==> config.mk <==
export PLATFORM = sky130hd
export DESIGN_NAME = match_sequencer
export DESIGN_NICKNAME = d
export VERILOG_FILES = /design/src/rtl/match_sequencer.sv
export SDC_FILE = /design/constraint.sdc
export NUM_CORES = 1
export LEC_CHECK = 0
export CAP_MARGIN = 5
export CORE_MARGIN = 2
export CORE_UTILIZATION = 50
export DETAILED_ROUTE_END_ITERATION = 7
export PLACE_DENSITY = 0.76
export RECOVER_POWER = 50
export SYNTH_ARGS = -nofsm -noshare
export SYNTH_HDL_FRONTEND = slang
export SYNTH_SLANG_ARGS = --single-unit
==> constraint.sdc <==
create_clock -name clk -period 1.7 [get_ports clk]
set_input_delay 0.34 -clock clk [delete_from_list [all_inputs] [get_ports clk]]
set_output_delay 0.34 -clock clk [all_outputs]
set_load 0.1 [all_outputs]
Fig. 1: run 1, routing congestion
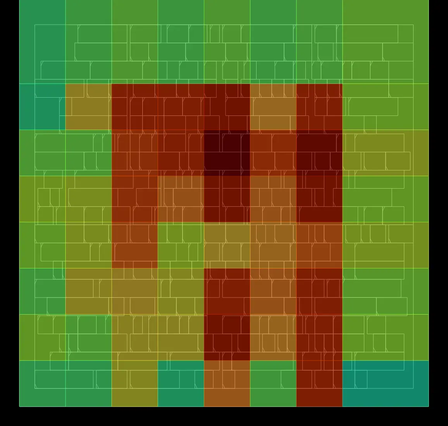
GRT Overall Usage: 28.7%
Util after Layout: 84.7%
grt met3 use: 5.46%

Fig. 2: run 1, selected gate families
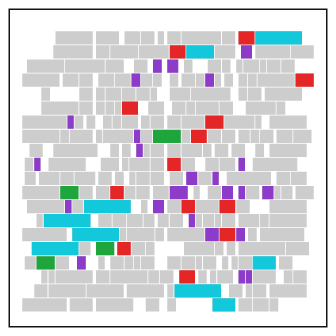
- NAND gates: purple (cells 24)
- multiplexers: green (cells 4)
- AND-OR and OR-AND gates: red (cells 13)
- adder and majority cells: cyan (cells 9; where spread over the die)
Top cell excl fill/tap: buf_4
Final Non-Filler Cells: 317
multi-input combinational area share: 50.3%

Fig. 3: run 1, the metal 2 layer
Cells faint in the background.
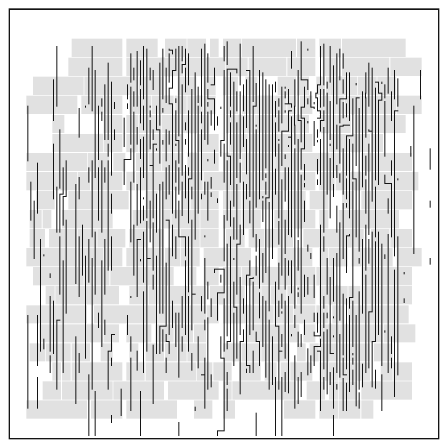
- wire length on this layer: 2960 um
- nets with wire on the layer: 270
- longest straight run: 24.8 um
- main direction: vertical
wire length after detailed routing: 6.15 mm
met2 GRT Util: 49.8%
vias: 2046

==> results.ini, run 1 <==
[global_routing]
antenna_found_initial = 0
grt_max_degree = 15
grt_pass1_wl_mm = 8.09
overflow = 0

[logic_synthesis]
synthesis.area_sq_um = 1630
adder_share_pct = 6.89
ys.flops = 23
top_logic_kind = AND-OR/OR-AND gates
syn_avg_cell_area_sq_um = 7.93
yosys_cells = 206
flop_cell = dfxtp_1
syn_nets = 222
top_area_share_pct = 28.2
async_flop_share_pct = 0
edf_count = 0
synth_cell_types = 55
synth-xor-area-share_pct = 1.61
ys_sh_simple_pct = 27.0

[final_timing]
finalWorstSetupSlack_ns = -0.136
hold_violations = 0
setup-tns-final_ns = -0.540
slew_violations = 0
worst-slew-pin-transition_ns = 0.684
timing.fmax_ghz = 0.545
setup_viol = 9
finalClockSkew_ns = 0.00674

[worst_setup_path]
cp.arrival_ns = 2.09
endpoint_kind = flop
path_class = flop to flop
crit_fanout = 6
start_kind = flop
reg2reg_slack_ns = -0.14

[clocking]
clock-sinks = 23
clk_pin_slew_worst_paths_ns = 0.15
cts_tree = done
cts_buffers = 3
insertion_delay_ns = 0.34
cts_buffer_depth = 2
root_buffer = clkbuf_4

[die]
fp-utilization_pct = 53.1
die_w_um = 61.2
die_y_um = 61.2
ios = 21
tapCellCount = 44
fp.coreArea_sq_um = 3080
die_area_sq_um = 3740

[place]
place_ws_ns = -0.531
port-buffer-count = 20
placed_cells = 299
dp_hpwl_mm = 3.70
placed_cell_area_sq_um = 2390
gp_congestion = 0.898

[final_layout]
nNonClkInverters = 9
area_growth_pct = 59.6
logic_area_sq_um = 1310
fillerInstances = 170
buffers = 75
num-multi-input-gates = 162
antenna_cells = 0
buffer_area_share_pct = 26.2
drive_gt1_share_pct = 47.3
seq_share_pct = 18.8
clk_share_pct = 1.06
flops = 23

[power_and_ir_drop]
power_density_nw_per_um2 = 853
ir_drop_mv = 0.629
power.total_uw = 2220

[status]
failed_checks = setup timing
status = finished with violations

[run]
maxCapViolCount = 0
log.warning_count = 32

[min_path]
hp-class = input port to flop

[route]
dr.pass1.iters = 5
ant_nets = 0

[run 1: where the power goes]
group          total (uW)  switching, uW  internal (uW)
Clock                 289            200           88.6
Combinational        1250            711            537
Sequential            687           91.4            596
[run 1: critical path, cell delays in order (launching register included)]
cell,delay [ns]
dfxtp_2,0.37
inv_2,0.06
ha_4,0.15
nor3b_4,0.15
buf_6,0.14
nand2_1,0.10
nor4b_1,0.42
a311oi_2,0.09
a211oi_1,0.28
[run 1: layer usage]
layer	GRT usage, %	vias up	wire length [um]
met1	36.6	963	2440
met5	0	-	0
li1	-	900	-
met3	5.46	38	533
met4	6.83	0	205
met2	49.8	145	2960
[run 1: repair_timing]
item | CTS | global route
hold buffers | 0 | 0
setup buffers | 4 | 10
gates cloned | 0 | 0
gates resized | 14 | 33
endpoints found under the setup margin | 17 | 19
pin swaps | 8 | 12
==> inputs of run 2 (changes only) <==
- CAP_MARGIN: 5 -> not set
Fig. 4: run 2, the metal 2 layer
Cells faint in the background.
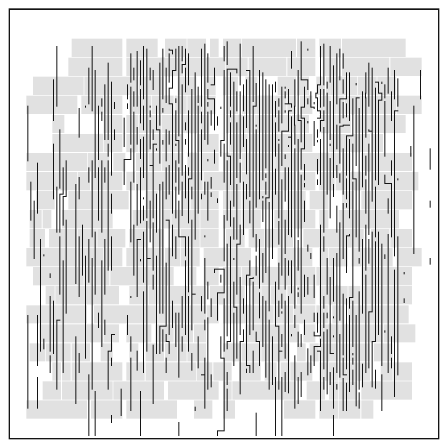
- main direction: vertical
- longest straight run: 24.8 um
- share of all routed wire: 48%
- wire length on this layer: 2960 um
- nets with wire on the layer: 270

==> results.ini, run 2 <==
[final_timing]
worst-slew-pin-transition_ns = 0.684
finalWorstSetupSlack_ns = -0.136
setup_viol = 9

[final_layout]
drive_gt1_share_pct = 47.3
fillerInstances = 170
layout_top_cell = buf_4
nNonClkInverters = 9
buffers = 75
seq_share_pct = 18.8
sh_comb_area_pct = 50.3
flops = 23
clk_share_pct = 1.06
utilization_pct = 84.7
buffer_area_share_pct = 26.2
logic_area_sq_um = 1310
finalNonFillerCells = 317
num-multi-input-gates = 162

[die]
fp.coreArea_sq_um = 3080
ios = 21
die_y_um = 61.2
fp-utilization_pct = 53.1
die_area_sq_um = 3740
die_w_um = 61.2

[global_routing]
gr-usage-met1_pct = 36.6
grt_pass1_wl_mm = 8.09
overflow = 0

[power_and_ir_drop]
power_clock_uw = 289
comb-power_uw = 1250
power.switching_fraction_pct = 45.1
p_int_uw = 1220
pwr-share-seq_pct = 30.9
power_density_nw_per_um2 = 853
pg_seq_uw = 687
maxPowerGroup = combinational cells
ir_drop_mv = 0.629
comb_power_share_pct = 56.1

[worst_setup_path]
crit_slowest_cell = nor4b_1
reg2reg_slack_ns = -0.14
crit_cells = 8
critPathTopFamily = simple AND/OR/NAND/NOR gates
path_class = flop to flop
crit_fanout = 6
start_kind = flop
crit_chain = inv_2 > ha_4 > nor3b_4 > buf_6 > nand2_1 > nor4b_1 > a311oi_2 > a211oi_1

[logic_synthesis]
syn_avg_cell_area_sq_um = 7.93
synthesis.area_sq_um = 1630
yosys_cells = 206
async_flop_share_pct = 0
edf_count = 0
synth_cell_types = 55

[min_path]
hp-class = input port to flop

[route]
dr_wl_met3_um = 533
dr.pass1.iters = 5
highest_layer = met4
wl_met2_mm = 2.96
routed_wl_mm = 6.15
wl_met1_mm = 2.44

[clocking]
cts_tree = done
clk_pin_slew_worst_paths_ns = 0.15
root_buffer = clkbuf_4
cts_buffer_depth = 2

[status]
failed_checks = setup timing
status = finished with violations

[place]
dp_hpwl_mm = 3.70
placed_cells = 299
gp_congestion = 0.898
placed_cell_area_sq_um = 2390

[run]
maxCapViolCount = 0

-- run 2: cells by family (layout without fill, tap and decap cells) --
| logic type | count (synthesis) | count (layout) | synth area share [%] |
|---|---|---|---|
| simple gates | 79 | 79 | 27.0 |
| compound gates | 67 | 67 | 28.2 |
| flops | 23 | 23 | 28.2 |
| buf+inv | 21 | 88 | 5.59 |
| fa+ha+maj | 9 | 9 | 6.89 |
| mux | 4 | 4 | 2.53 |
| xor+xnor | 3 | 3 | 1.61 |
-- run 2: what timing repair did --
item | 4_1_cts | 5_1_grt
setup buffers | 4 | 10
pin swaps | 8 | 12
endpoints found under the setup margin | 17 | 19
gates resized | 14 | 33
No activity file was given, so power comes from the tool's default toggle rates.
